===== src/rtl/rx_det_sched.sv =====
// Receiver-detect scheduler: walks enabled lanes one at a time through a
// 4-phase req/ack handshake with the analog detect model, with timeout and retry.
module rx_det_sched #(
    parameter int NUM_LANES = 4,
    parameter int TO_CYCLES = 1024,
    parameter int RETRY_MAX = 2,
    parameter int CNT_W     = 11
) (
    input  logic                 clk,
    input  logic                 rst,
    input  logic                 start,
    input  logic                 abort,
    input  logic [NUM_LANES-1:0] lane_en,
    output logic [NUM_LANES-1:0] rx_det_seq_req,
    input  logic [NUM_LANES-1:0] rx_det_seq_ack,
    input  logic [NUM_LANES-1:0] rx_det_valid,
    output logic                 busy,
    output logic                 done,
    output logic [NUM_LANES-1:0] det_mask,
    output logic [NUM_LANES-1:0] timeout_mask
);

    localparam int LW = (NUM_LANES > 1) ? $clog2(NUM_LANES) : 1;
    localparam int RW = $clog2(RETRY_MAX + 1) + 1;

    typedef enum logic [2:0] {
        S_IDLE, S_REQ, S_WAIT_ACK, S_WAIT_DROP, S_GAP, S_DONE
    } state_e;

    state_e               state_q, state_d;
    logic [LW-1:0]        lane_q, lane_d;
    logic [NUM_LANES-1:0] en_q, en_d;
    logic [CNT_W-1:0]     cnt_q, cnt_d;
    logic [RW-1:0]        retry_q, retry_d;
    logic [NUM_LANES-1:0] det_q, det_d;
    logic [NUM_LANES-1:0] to_q, to_d;

    logic                 first_vld, nxt_vld, adv;
    logic [LW-1:0]        first_lane, nxt_lane;
    logic [CNT_W-1:0]     cnt_inc;
    logic [RW-1:0]        retry_inc;
    logic                 ack_cur, to_hit;

    // Lowest enabled lane for a new pass, and the next enabled lane above the current one
    always_comb begin
        first_vld  = 1'b0;
        first_lane = '0;
        nxt_vld    = 1'b0;
        nxt_lane   = '0;
        for (int i = NUM_LANES - 1; i >= 0; i--) begin
            if (lane_en[i]) begin
                first_vld  = 1'b1;
                first_lane = LW'(i);
            end
            if (en_q[i] && (i > int'(lane_q))) begin
                nxt_vld  = 1'b1;
                nxt_lane = LW'(i);
            end
        end
    end

    // Next-state logic: handshake sequencing, timeout/retry, mask updates
    always_comb begin
        state_d   = state_q;
        lane_d    = lane_q;
        en_d      = en_q;
        cnt_d     = cnt_q;
        retry_d   = retry_q;
        det_d     = det_q;
        to_d      = to_q;
        adv       = 1'b0;
        cnt_inc   = (cnt_q == '1) ? cnt_q : cnt_q + 1'b1;
        retry_inc = retry_q + 1'b1;
        ack_cur   = rx_det_seq_ack[lane_q];
        to_hit    = (cnt_q >= CNT_W'(TO_CYCLES - 1));

        if (abort && (state_q != S_IDLE)) begin
            state_d = S_IDLE;
        end else begin
            unique case (state_q)
                S_IDLE: begin
                    if (start && !abort) begin
                        en_d    = lane_en;
                        det_d   = '0;
                        to_d    = '0;
                        retry_d = '0;
                        lane_d  = first_lane;
                        state_d = first_vld ? S_REQ : S_DONE;
                    end
                end
                S_REQ: begin
                    // The REQ cycle is the first cycle of the ack window
                    cnt_d   = CNT_W'(1);
                    state_d = S_WAIT_ACK;
                end
                S_WAIT_ACK: begin
                    if (ack_cur) begin
                        det_d[lane_q] = rx_det_valid[lane_q];
                        cnt_d         = '0;
                        state_d       = S_WAIT_DROP;
                    end else if (to_hit) begin
                        retry_d = retry_inc;
                        if (retry_inc <= RW'(RETRY_MAX)) begin
                            state_d = S_GAP;
                        end else begin
                            to_d[lane_q] = 1'b1;
                            adv          = 1'b1;
                        end
                    end else begin
                        cnt_d = cnt_inc;
                    end
                end
                S_WAIT_DROP: begin
                    if (!ack_cur) begin
                        adv = 1'b1;
                    end else if (to_hit) begin
                        to_d[lane_q] = 1'b1;
                        adv          = 1'b1;
                    end else begin
                        cnt_d = cnt_inc;
                    end
                end
                S_GAP:   state_d = S_REQ;
                S_DONE:  state_d = S_IDLE;
                default: state_d = S_IDLE;
            endcase

            if (adv) begin
                retry_d = '0;
                lane_d  = nxt_lane;
                state_d = nxt_vld ? S_REQ : S_DONE;
            end
        end
    end

    // State and datapath registers
    always_ff @(posedge clk or negedge rst) begin
        if (!rst) begin
            state_q <= S_IDLE;
            lane_q  <= '0;
            en_q    <= '0;
            cnt_q   <= '0;
            retry_q <= '0;
            det_q   <= '0;
            to_q    <= '0;
        end else begin
            state_q <= state_d;
            lane_q  <= lane_d;
            en_q    <= en_d;
            cnt_q   <= cnt_d;
            retry_q <= retry_d;
            det_q   <= det_d;
            to_q    <= to_d;
        end
    end

    assign rx_det_seq_req = ((state_q == S_REQ) || (state_q == S_WAIT_ACK))
                          ? ({{(NUM_LANES-1){1'b0}}, 1'b1} << lane_q)
                          : '0;
    assign busy         = (state_q != S_IDLE) && (state_q != S_DONE);
    assign done         = (state_q == S_DONE);
    assign det_mask     = det_q;
    assign timeout_mask = to_q;

endmodule

===== config.mk =====
export PLATFORM = sky130hd
export DESIGN_NAME = rx_det_sched
export DESIGN_NICKNAME = d
export VERILOG_FILES = /design/src/rtl/rx_det_sched.sv
export SDC_FILE = /design/constraint.sdc
export NUM_CORES = 1
export LEC_CHECK = 0
export CORE_ASPECT_RATIO = 1.1
export CORE_MARGIN = 3
export CORE_UTILIZATION = 30
export DETAILED_ROUTE_END_ITERATION = 7
export PLACE_DENSITY = 0.61
export SLEW_MARGIN = 40
export SYNTH_ARGS = -nofsm -noshare
export SYNTH_HDL_FRONTEND = slang
export SYNTH_SLANG_ARGS = --single-unit

===== constraint.sdc =====
create_clock -name clk -period 1.9 [get_ports clk]
set_input_delay 0.19 -clock clk [delete_from_list [all_inputs] [get_ports clk]]
set_output_delay 0.19 -clock clk [all_outputs]
set_load 0.05 [all_outputs]

==> out/notes.md, run 1 <==
The peak clock frequency supported by timing was 509 MHz; the arrival time of data at the critical path endpoint was 2130 ps. In the final routed layout, each cell accounts on average for 13.8 microns. For this run, the total global-route usage over all layers was measured as 15.1%. The tools report the total die size as 7030 sq um. Per the post-synthesis report, the nets total 235. On the reported timing paths, the clock transition at the registers reads 70 ps. Across all layers, the routed design uses 1,736 vias. Per the Yosys statistics, synthesis produced 216 cells. The buffer depth of the longest clock path was 2. The synthesis report names the predominant flop master as dfrtp_1. Combinational logic is responsible for 58.9% of the overall power.

Of all the cell area in the finished design, non-clock buffers hold 23.2%. In this run, the number of DRC markers left after iteration 0 of detailed routing was 73. Of the total power, registers draw 23.7%. The run gives 4870 microns for the total routed wirelength. Per the layout report, the design carries 6 clock buffers. Per the OpenROAD floorplan log, the width of the die is 80.2 microns. The worst max-slew margin expressed relative to the limit was 60.1%. Setup repair after global routing could not meet its margin everywhere.

For the pin with the worst max-slew slack, the measured transition is 593 ps. Entering global routing, the biggest net connects 31 pins. The fraction of the cycle the final worst path needs is 103%, and the core utilization before placement is 31.3%. The run gives 2 as the number of levels the H-tree was split into. With the number of port buffers at 29, the half-perimeter wire length after detailed placement is 3440 microns. The non-clock buffer instance count of the final layout is 66. The leakage power in the latest report is 1.17 nW. The run gives 2730 sq um as the area of all placed cells without fillers. The initialized floorplan defines 29 standard-cell rows.

The clock network area share came out at 4.12%. The tools report the number of antenna-violating nets in the routed design as 0. The share of layout cells above drive strength 1 came out at 27.1%.

The checks that failed: setup timing. The run gives 4.90 for the ratio of routed vias to standard cells. The number of I/O pins is 30. The tools report the critical path startpoint category as a flip-flop.

After its last routability iteration, the placer logged a weighted congestion of 0.918. The first global-routing pass estimated 8340 microns of wire. 164 cells are multi-input combinational gates. Counting I/O delays and the setup requirement, the final critical path takes 1970 ps. Net switching is 42.2% of the power. The class occupying the most area after layout is reported as multi-input combinational cells. The root buffer cell is clkbuf_8. Sequential elements use 41.3% of the synthesized area. The flow measured a signed area growth from synthesis to layout of 50.3%. The path class of the tightest hold or removal check is primary input to asynchronous set/reset pin. For the number of buffers created by CTS, the log shows 5. The overall power is 3.79 mW, and the sequential cell count is 30. Yosys mapped a number of flops with a built-in enable equal to 0.

The tools report the post-route DRC violation count as 0. The fraction of registers with async set or reset after synthesis came out at 100%. The worst setup path is captured at a flip-flop. The switching power came out at 1.60 mW.

The run finished, with violations left. The area occupied by registers is 751 sq um. The synthesized design contains 30 register bits. Endpoints with negative setup slack in the final report add up to 10. The design received a total of 77 well taps at floorplan. For this design the ratio of total power to cell area is 1390 nW/um^2.

With the core area at 5810 sq um, the die span in y is 87.6 microns. The number of antenna diodes in the final layout is 0. The hold violation total from the final report is 0. Once placement finished, the instance area stood at 2440 sq um. The number of maximum-capacitance violations recorded for the run is 0. Data on the critical path is required at its endpoint by 2060 ps. The internal power of the cells totals 2.19 mW.

The share of the final layout cell area in multi-input gates is 40.3%. Leaving out the clock tree, the finished layout contains an inverter count of 10. The number of antenna violations at the first check in global routing was 0; the synthesized area per cell was 8.41 sq um.

The setup path with the least slack is of type flip-flop to flip-flop. In the final design database the tool counted 296 nets. With the final critical-path setup slack at -66.4 ps, the count of filler cells inserted in the layout is 578.

In this run, distinct cell masters in the synthesized netlist total 43. Counting every instance in the synthesized netlist gives 216. In this run the tools logged warnings totalling 30. Fraction of standard cell area that is sequential: 27.5%.

The tools report the yosys stat chip area as 1820 sq um. The analysis reports a worst IR drop on VDD of 0.000892 V. TritonCTS built the clock tree.

For the max-slew violation total from the final report, the log shows 0. Global routing finished with a remaining overflow of 0. The number of hold buffers added after CTS was 0. The tools report the clock skew as 5.21 ps. The area taken by multi-input logic gates came out at 1100 sq um. Final hold analysis gives a worst-case slack of 309 ps. The share of total power dissipated in the clock network is 17.4%. The skew report gives the latency at the later pin of the worst-skew pair as 280 ps. The number of global-route vias before repair is 1,827. The tools report the post-synthesis cell area as 1820 sq um. During synthesis, Yosys emitted a total of 0 warnings.

Clock tree synthesis found a total of 30 sinks. The worst setup slack before clock tree synthesis was -232 ps. The count of TritonRoute iterations in the first routing pass is 4, and the largest driver fanout on the critical path is 4.
[run 1: cells by family (layout without fill, tap and decap cells)]
family / Yosys count / count (layout) / share of synthesized area (%)
AOI/OAI and AO/OA: 49 / 49 / 18.3
xor gates and xnor gates: 9 / 9 / 4.34
adders and majority gates: 3 / 3 / 2.07
buffers and inverters: 22 / 83 / 4.61
DFF: 30 / 30 / 41.3
muxes: 6 / 6 / 4.06
and+or+nand+nor: 97 / 97 / 25.3
[run 1: placed cells by master, fill, tap and decap left out, drive strengths merged, types with 2 or more instances in the layout]
master	instances
ha	3
nor2	28
a211oi	3
or2	4
o21ai	14
buf	43
nand2	24
nor4	6
dfrtp	30
a21oi	10
a211o	2
clkdlybuf4s50	23
o211ai	3
clkbuf	6
o32ai	3
nor2b	3
nand2b	4
nand3	8
o22ai	3
xnor2	8
and3	4
nor3	10
mux2i	4
and2	3
inv	10
a21o	2
[run 1: timing repair]
| action | in CTS | in global routing |
|---|---|---|
| setup endpoints to repair | 15 | 17 |
| setup buffers | 2 | 4 |
| pin swaps | 6 | 16 |
| gates resized | 12 | 11 |
| cloned | 1 | 1 |
[run 1: per-stage QoR]
step	TNS [ps]	cells
final	-276	354
after global routing	-1500	354
after CTS	-73.9	349
after detailed placement	-3500	339
after global placement	-3320	339
after floorplan	-32.4	216
[run 1: final timing paths]
path	start	to	slack [ps]	cells past startpoint
max in group asynchronous	rst	det_mask[3]	1310	2
min in group clk	rx_det_valid[1]	det_mask[1]	450	3
worst min-delay path	rst	cnt_q[1]	310	2
worst max register to register	lane_q[0]	lane_q[0]	-70	5
worst min register to register	timeout_mask[0]	timeout_mask[0]	490	2
worst max-delay path	lane_q[0]	lane_q[0]	-70	5
[run 1: flip-flops by register name, summed over array words and instances, names as in the netlist]
name / count
cnt_q: 11
det_mask: 4
en_q: 3
lane_q: 2
retry_q: 3
state_q: 3
timeout_mask: 4
[run 1: power by group through the flow]
stage,combinational (mW),clock (mW),sequential [mW]
after detailed placement,2.04,0,0.907
final,2.23,0.659,0.898
after floorplan,1.11,0,1.01
after global placement,2.03,0,0.902
after CTS,2.16,0.678,0.899
after global routing,2.43,0.698,0.923
[run 1: Yosys cell counts (all sizes together), types with 4 or more instances]
library cell | n | area [sq um]
nor4 | 6 | 37.5
nand2 | 24 | 90.1
or2 | 4 | 25.0
nor3 | 10 | 50.1
a21oi | 10 | 53.8
inv | 10 | 37.5
nor2 | 28 | 105
dfrtp | 30 | 751
clkbuf | 11 | 41.3
xnor2 | 8 | 70.1
o21ai | 14 | 73.8
nand2b | 4 | 25.0
and3 | 4 | 25.0
nand3 | 8 | 40.0
mux2i | 4 | 40.0
[run 1: worst max-delay path, stage by stage, from the launching register on]
cell	delay, ps
dfrtp_1	370
mux4_2	570
a211o_1	340
a21oi_2	190
o21ai_2	80
a311o_1	300
[run 1: metal layers]
metal,track usage [%],routed length [microns],vias up
met5,0,0,-
met4,5.07,51,0
met3,3.81,185,5
met2,27.0,2570,38
met1,17.7,2060,817
li1,-,-,876
Run 1, placed cells, one colour a class:
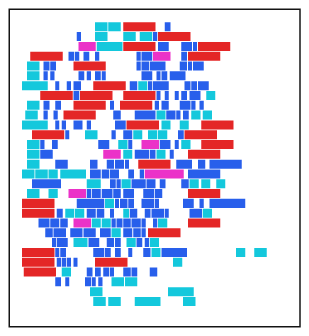
legend:
  clock drivers and dummy loads:
    colour: magenta
    cells: 7
  all other logic:
    colour: blue
    cells: 174
  flip-flops:
    colour: red
    cells: 30
  other buffers and delay cells:
    colour: cyan
    cells: 66

Run 1, metal layers overlaid:
Only two layers are drawn.
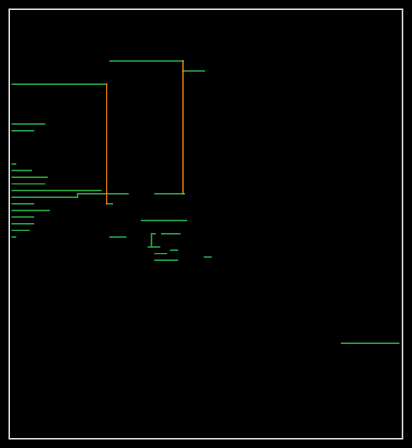
legend:
  met4:
    colour: orange
    wire_length: 51.7 microns
  met3:
    colour: green
    wire_length: 186 microns

Run 1, pin map:
Pins as bars across the die edge, other pins in grey.
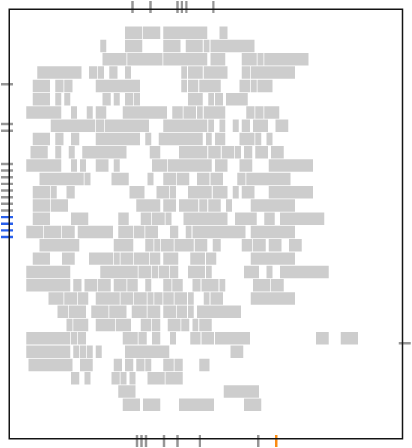
legend:
  rx_det_seq_ack:
    colour: blue
    pins: 4
    direction: input
    edge: west
  abort:
    colour: orange
    pins: 1
    direction: input
    edge: south
all pins by edge: 15 west, 8 south, 6 north, 1 east

Run 1, routing congestion:
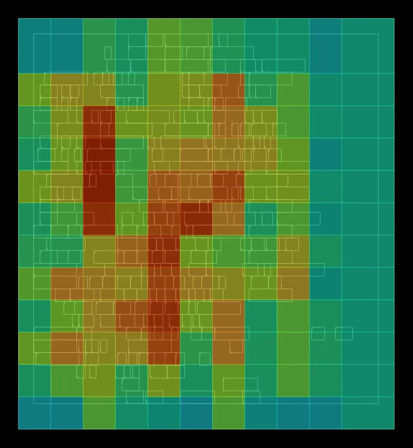
layer with the highest usage after global routing: met2
fraction of met3 tracks used by global routing: 3.81%
final core occ: 47.0%

==> run 2, diff against run 1 <==
--- a/config.mk
+++ b/config.mk
@@ -5,6 +5,7 @@
 export SDC_FILE = /design/constraint.sdc
 export NUM_CORES = 1
 export LEC_CHECK = 0
+export ABC_AREA = 0
 export CORE_ASPECT_RATIO = 1.1
 export CORE_MARGIN = 3
 export CORE_UTILIZATION = 30
Run 2, routed clock nets over the placement:
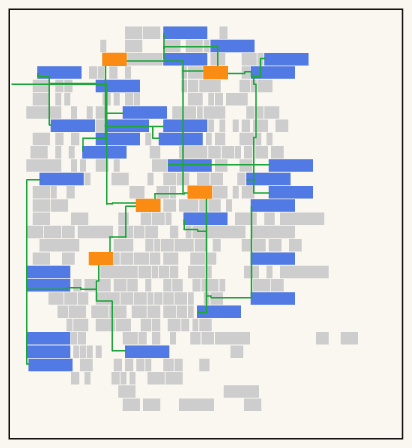
legend:
  cells driving clock nets:
    colour: orange
    count: 5
  flip-flops:
    colour: blue
    count: 30
  clock wires:
    colour: green
    length: 432 microns
routed clock nets: 6

Run 2, metal layers overlaid:
Only two layers are drawn.
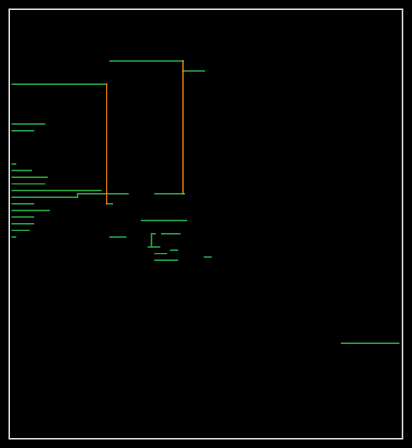
legend:
  met4:
    colour: orange
    wire_length: 51.7 microns
  met3:
    colour: green
    wire_length: 186 microns

==> run 2 against run 1 <==
  * The run still ends with setup timing left
  * Critical path depth is the same
  * Wire length is the same
  * Fmax is the same
  * First-iteration DRC count is the same
  * Synthesized cell count is the same
  * Die size is the same
  * Combinational power is essentially flat
  * Count of clock-buffer cells in the layout is the same
  * Utilization is the same
  * Area after synthesis is the same
  * Critical endpoint unchanged
  * Largest cell class unchanged
==> out/notes.md, run 2 <==
The tools report the number of antenna violations at the first check in global routing as 0. The first detailed-routing pass ran for 4 iterations. Measured on the finished design, the core utilization comes to 47.0%.

In the layout the commonest cells are buf_4, dfrtp_1, nor2_1, nand2_1, clkdlybuf4s50_1. The flow ran to the end, but the final reports show violations. For this run, the post-layout net count is 296. The run gives 216 as the number of instances in the synthesized netlist. For this design the total switching power over the nets is 1.60 mW. dfrtp_1 is the most common cell in the netlist. Post-synthesis cell area: 1820 sq um. The first global-routing pass estimated 8340 microns of wire. Per the post-place timing report, worst setup slack is -232 ps. The run gives 0.918 for the final weighted congestion in routability-driven placement. The logs give 0 for the post-route DRC violation count and 2130 ps for the arrival time of data at the critical path endpoint.

The site row count came out at 29. In this run the critical path is formed by mux4_2, a211o_1, a21oi_2, o21ai_2, a311o_1. Combinational logic is responsible for 58.9% of the overall power.

Once detailed placement completed, the half-perimeter wirelength came to 3440 microns. In this run the tightest slew margin relative to its limit is 60.1%. More flip-flops sit in one register than any other, and that register is cnt_q. CTS reports a maximum clock tree buffer depth of 2.

The post-route netlist has 27.1% of its cells at a drive strength greater than 1. The total routed wirelength was 4870 microns; the part of the Yosys area used for sequential elements was 41.3%. Entering global routing, the biggest net connects 31 pins.

The number of maximum-capacitance violations recorded for the run is 0. For the post-route non-filler standard cell count, the log shows 354. Cell type with the largest total area after synthesis: dfrtp_1.

The highest-delay cell along the critical path is mux4_2. Per the synthesis report, the single largest cell type by area occupies 41.3% of cell area. The flip-flop count of the largest register, all copies and words added was 11; the layout overhead on the synthesized area was 50.3%. In this run the standard cell core region covers 5810 sq um. The chip area line in the Yosys stat output reads 1820 sq um.

In this run the mean area of a mapped cell was 8.41 sq um. The completed layout was analyzed and its total power is 3.79 mW. The die is 80.2 microns wide. For the clock net sink count, the log shows 30. The synthesized design contains 0 enable-type register cells.

The fraction of registers with async set or reset after synthesis works out to 100%. The logs give 2.19 mW for the design internal power and 10 for the count of endpoints failing setup in the final report. The most instantiated logic cell after routing is buf_4. The checks that failed: setup timing.

The run gives 509 MHz for the peak clock frequency supported by timing. The run gives 17.4% for the share of total power in the clock network. The final layout report lists a filler cell count of 578. The number of levels the H-tree was split into came out at 2. For the overall global routing resource usage, the log shows 15.1%. Looking at the max-slew report, the worst-margin pin has a slew of 593 ps. With the final critical-path setup slack at -66.4 ps, the number of diodes is 0.

The core utilization before placement is 31.3%, and the buffers plus inverters on the worst setup path is 0. Yosys printed 0 warnings. The clock latency reported for the late side of the worst-skew pair was 280 ps. The tools report the setup TNS as -276 ps. Sequential cells burn 23.7% of the power. The commonest register cell is dfrtp_1. The number of placed instances, taps included was 339.
Run 2, pin map:
Pins as bars across the die edge, other pins in grey.
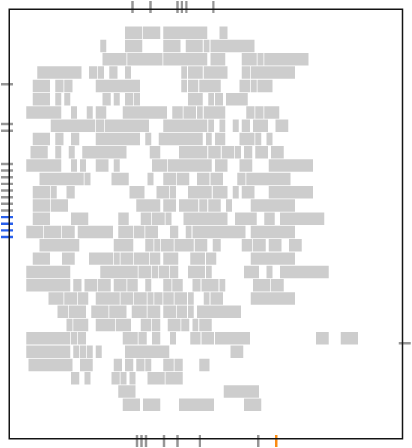
legend:
  rx_det_seq_ack:
    colour: blue
    pins: 4
    direction: input
    edge: west
  abort:
    colour: orange
    pins: 1
    direction: input
    edge: south
all pins by edge: 15 west, 8 south, 6 north, 1 east

run 2: final cells by class:
class | instances | area, sq um | area share (%)
Multi-Input combinational cell | 164 | 1100 | 40.3
Clock inverter | 1 | 30.0 | 1.10
Inverter | 10 | 37.5 | 1.37
Tap cell | 77 | 96.3 | 3.53
Sequential cell | 30 | 751 | 27.5
Timing Repair Buffer | 66 | 633 | 23.2
Clock buffer | 6 | 82.6 | 3.02
run 2: what timing repair did:
action                                  4_1_cts  5_1_grt
cloned                                        1        1
pin swaps                                     6       16
setup buffers                                 2        4
gates resized                                12       11
endpoints found under the setup margin       15       17
run 2: cell families (layout without fill, tap and decap cells):
family / count (synthesis) / after routing / share of synthesized area, %
buf+inv: 22 / 83 / 4.61
fa+ha+maj: 3 / 3 / 2.07
compound gates: 49 / 49 / 18.3
mux: 6 / 6 / 4.06
simple gates: 97 / 97 / 25.3
xor+xnor: 9 / 9 / 4.34
flops: 30 / 30 / 41.3
run 2: worst register-to-register path, stage by stage (launching register included):
cell and delay, ps:
dfrtp_1 370, mux4_2 570, a211o_1 340, a21oi_2 190, o21ai_2 80, a311o_1 300
run 2: worst paths after layout:
kind,from,slack [ps],cells after the start,end
setup / recovery,lane_q[0],-70,5,lane_q[0]
hold / removal,rst,310,2,cnt_q[1]
setup reg to reg,lane_q[0],-70,5,lane_q[0]
hold reg to reg,timeout_mask[0],490,2,timeout_mask[0]
max in group asynchronous,rst,1310,2,det_mask[3]
min in group clk,rx_det_valid[1],450,3,det_mask[1]
run 2: metrics by stage:
stage	hold slack (ps)	instance area (sq um)
final	309	2730
after global routing	348	2730
after CTS	318	2640
after detailed placement	477	2440
after global placement	464	2440
after floorplan	-106	1820
run 2: power by group through the flow:
stage	Clock, mW	Combinational [mW]	Sequential (mW)
after CTS	0.678	2.16	0.899
final	0.659	2.23	0.898
after floorplan	0	1.11	1.01
after detailed placement	0	2.04	0.907
after global placement	0	2.03	0.902
after global routing	0.698	2.43	0.923
run 2: routing by layer:
layer | share of wire, % | GRT usage, % | vias up
met5 | 0 | 0 | -
met4 | 1.0 | 5.07 | 0
met3 | 3.8 | 3.81 | 5
met2 | 53 | 27.0 | 38
met1 | 42 | 17.7 | 817
li1 | - | - | 876
Run 2, routing congestion:
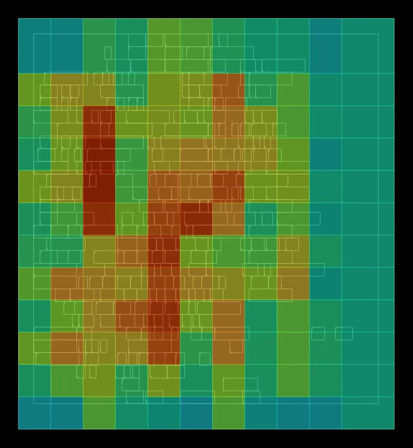

==> run 3, diff against run 2 <==
--- a/config.mk
+++ b/config.mk
@@ -8,9 +8,9 @@
 export ABC_AREA = 0
 export CORE_ASPECT_RATIO = 1.1
 export CORE_MARGIN = 3
-export CORE_UTILIZATION = 30
+export CORE_UTILIZATION = 48
 export DETAILED_ROUTE_END_ITERATION = 7
-export PLACE_DENSITY = 0.61
+export PLACE_DENSITY = 0.85
 export SLEW_MARGIN = 40
 export SYNTH_ARGS = -nofsm -noshare
 export SYNTH_HDL_FRONTEND = slang
Run 3, routing congestion:
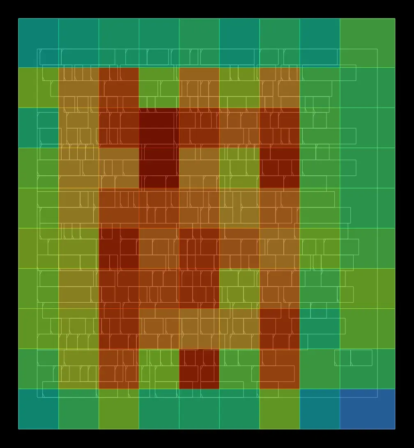
met2 GRT Util: 38.4%
met1 usage: 27.4%
overall global routing resource usage: 22.7%
fraction of met3 tracks used by global routing: 5.95%
final core occ: 77.8%

Run 3, pin map:
Pins as bars across the die edge, other pins in grey.
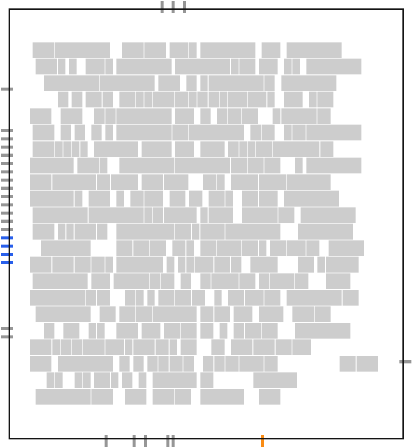
legend:
  abort:
    colour: orange
    pins: 1
    direction: input
    edge: south
  rx_det_seq_ack:
    colour: blue
    pins: 4
    direction: input
    edge: west
all pins by edge: 20 west, 6 south, 3 north, 1 east

==> run 3 against run 2 <==
  * The flow still finishes with violations (setup timing)
  * Count of clock-buffer cells in the layout stayed put
  * Worst hold slack worse by 81 ps
  * Fmax is 5.1% lower
  * Utilization is 31 points higher
  * Via count is 8.9% higher
  * Global-route usage is 7.5 points higher
  * Critical path depth is 2 higher
  * Sequential power is 5.8% higher
  * Area after synthesis stayed put
  * Setup slack worse by 110 ps
  * Final cell count is 8.2% lower
  * Critical endpoint is now cnt_q[3]
  * Highest routed layer unchanged
==> out/notes.md, run 3 <==
Subtracting the final worst setup slack from the clock period gives 2070 ps. The root buffer cell chosen for the clock tree is clkbuf_4. The final critical-path setup slack came out at -172 ps. The power density relative to cell area is 1370 nW/um^2. The class of the tightest hold or removal check is primary input to asynchronous set/reset pin. The number of max-cap violations came out at 0.

The max-slew violation total from the final report was 0. The average wire length per cell after detail routing was 16.1 microns. Looking at the critical path, the single cell with the biggest stage delay is mux4_2. After synthesis, the share of flip-flops with an asynchronous set or reset is 100%.

For the pin with the worst max-slew slack, the measured transition is 540 ps. In the final layout, the fill cell count is 231. The tools report the worst setup slack before clock tree synthesis as -277 ps.

TritonCTS built the clock tree. IR analysis of the VDD net gives a maximum drop of 0.00107 V. Looking at the setup timing report, the critical path kind is flip-flop to flip-flop. Entering global routing, the biggest net connects 31 pins. The core area was 3500 sq um; the number of design-rule violations left by the first detailed-router iteration was 131. With the post-route DRC violation count at 0, the half-perimeter wire length after detailed placement is 3290 microns. Input and output buffers added on the ports amount to 29. The run gives 0 for the global route total overflow.

The portion of synthesized cell area occupied by the leading cell type was 41.3%. The timing report gives the biggest stage delay along the critical path as 580 ps. For reference, the clock transition at the flip-flops on the worst setup and hold paths is 110 ps. The logs give 30 for the number of I/O pins and 1820 sq um for the yosys stat chip area. The ratio of routed vias to standard cells was 5.82. The most instantiated library cell after synthesis was dfrtp_1. The report lists the cells along the critical path as mux4_2, buf_6, o211ai_1, buf_4, nor3_1, xnor2_1, nor2_1. On the final layout, the worst clock skew is 6.14 ps. The logs give 295 for the final layout net count and 30 for the clock net sink count.

The run gives 0 for the number of antenna violations at the first check in global routing. The register ranked first by flip-flop count was cnt_q. In this run the cell area of the synthesized design comes to 1820 sq um. STA classifies the critical path endpoint as a flip-flop.

Yosys mapped the design onto 43 distinct sky130hd cell types. With the layout overhead on the synthesized area at 49.8%, the count of TritonRoute iterations in the first routing pass is 4. The run gives 4560 sq um for the total die size.

In this run the worst path has a maximum fanout of 6. The static leakage was 1.16 nW; the die extent in x was 64.7 microns. Per the CTS log, the buffer count on the longest clock path is 2.

The count of library flops with an enable pin was 0; the post-synthesis register bit count was 30. Area taken by multi-input logic gates: 1150 sq um. The Yosys step of the flow raised 0 warnings. The synthesis run shows the most used standard cells to be dfrtp_1, nor2_1, nand2_1. The run finished, with violations left. Of the synthesized area, sequential elements account for 41.3%. The run gives 52.0% as the core utilization before placement. For this block, the via count after detailed routing is 1,890.

Ranking logic cells in the layout by count gives the top entries buf_4, dfrtp_1, nor2_1, nand2_1, clkdlybuf4s50_1. The tools report the number of levels the H-tree was split into as 2. Number of placed instances, taps included: 304. The number of antenna-violating nets in the routed design was 0; the synthesized area per cell was 8.41 sq um. The run gives 70.5 microns for the die span in y. Total routed wirelength: 5250 microns.

Row generation in the floorplan step produced 22 rows. After synthesis, the cell types taking the most area are dfrtp_1, nor2_1, nand2_1. The number of global-route vias before repair is 1,800. The congestion estimate from routability-driven global placement came to 0.906.

The area occupied by registers is 752 sq um, and the clock latency reported for the late side of the worst-skew pair is 340 ps. Per the Yosys statistics, synthesis produced 216 cells. The top flip-flop cell by instance count after synthesis is dfrtp_1. Cell type with the largest total area after synthesis: dfrtp_1. Summing over the stages, the warning tally comes to 30. In this design, the largest share of critical-path delay is due to multiplexers. The post-cts hold buffer count was 0.

Setup repair after global routing could not meet its margin everywhere. Cells with a size suffix above 1 make up 31.0% of the layout. The tools report the post-route non-filler standard cell count as 325. The arrival time of data at the critical path endpoint is 2300 ps, and the fraction of the cycle the final worst path needs is 109%.

The first global-routing pass estimated 8140 microns of wire. In this build the clock could be raised as far as 483 MHz. The run gives 0 for the number of diodes. The script reports the combined buffer and inverter count of the critical path as 2. Synthesis produced a netlist with a net count of 235. The worst max-slew margin expressed relative to the limit was 63.9%. The logs give 216 for the number of instances in the synthesized netlist and 2130 ps for the critical path required time. The final reports fail on setup timing.

The final timing report lists a hold violation count of 0. Critical path startpoint category: a flip-flop. CTS added clock buffers totalling 5. The count of endpoints failing setup in the final report was 22; the flip-flop count of the largest register, all copies and words added was 11.
Run 3, routed clock nets over the placement:
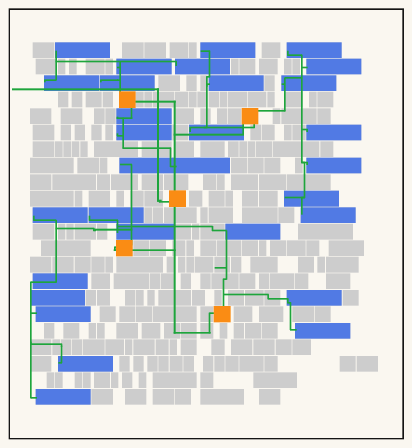
legend:
  clock wires:
    colour: green
    length: 407 microns
  flip-flops:
    colour: blue
    count: 30
  cells driving clock nets:
    colour: orange
    count: 5
routed clock nets: 6

[run 3: routing by layer]
layer	part of all wire [%]	vias to the layer above	global-route usage, %
met5	0	-	0
li1	-	890	-
met3	5.7	11	5.95
met2	52	72	38.4
met1	40	917	27.4
met4	1.8	0	8.69
[run 3: power by group]
part | switching, mW | internal (mW) | total, mW
clock | 0.244 | 0.178 | 0.422
sequential | 0.165 | 0.785 | 0.950
combinational | 1.31 | 1.04 | 2.35
[run 3: final timing paths]
path                                  from               to  slack (ps)  cells past startpoint
max reg2reg                      lane_q[0]         cnt_q[3]        -170                      7
min reg2reg                timeout_mask[2]  timeout_mask[2]         490                      2
max in group asynchronous              rst       state_q[0]        1370                      2
min in group clk           rx_det_valid[2]      det_mask[2]         390                      3
max                              lane_q[0]         cnt_q[3]        -170                      7
min                                    rst       retry_q[2]         230                      2
[run 3: kinds of logic (layout without fill, tap and decap cells)]
group | Yosys count | after routing | synth area share, %
AND/OR/NAND/NOR | 97 | 97 | 25.3
buffers and inverters | 22 | 83 | 4.61
adder cells (fa/ha/maj) | 3 | 3 | 2.07
XOR/XNOR | 9 | 9 | 4.34
multiplexers | 6 | 6 | 4.06
flip-flops | 30 | 30 | 41.3
AND-OR/OR-AND | 49 | 49 | 18.3
[run 3: per-stage QoR]
step / hold slack [ps] / cell area, sq um / total power [mW] / TNS [ps]
global route: 257 / 2720 / 3.95 / -4250
detailed placement: 464 / 2370 / 2.86 / -4850
CTS: 248 / 2530 / 3.40 / -833
global placement: 460 / 2370 / 2.82 / -3730
floorplan: -106 / 1820 / 2.13 / -32.4
finish: 228 / 2720 / 3.72 / -1660
[run 3: timing repair]
item	CTS	global route
hold endpoints to repair	0	0
setup endpoints to repair	20	30
buffers inserted	2	10
gates cloned	1	0
gates resized	14	32
pin swaps	10	24
[run 3: area by class of cell]
class,instances,share of cell area (%)
clock buffers,6,1.89
well taps,48,2.21
clock inverters,2,0.460
inverters,10,1.38
repair buffers,65,24.1
multi-input cells,164,42.3
flip-flops and latches,30,27.6
Power and IR drop assume default switching activity.
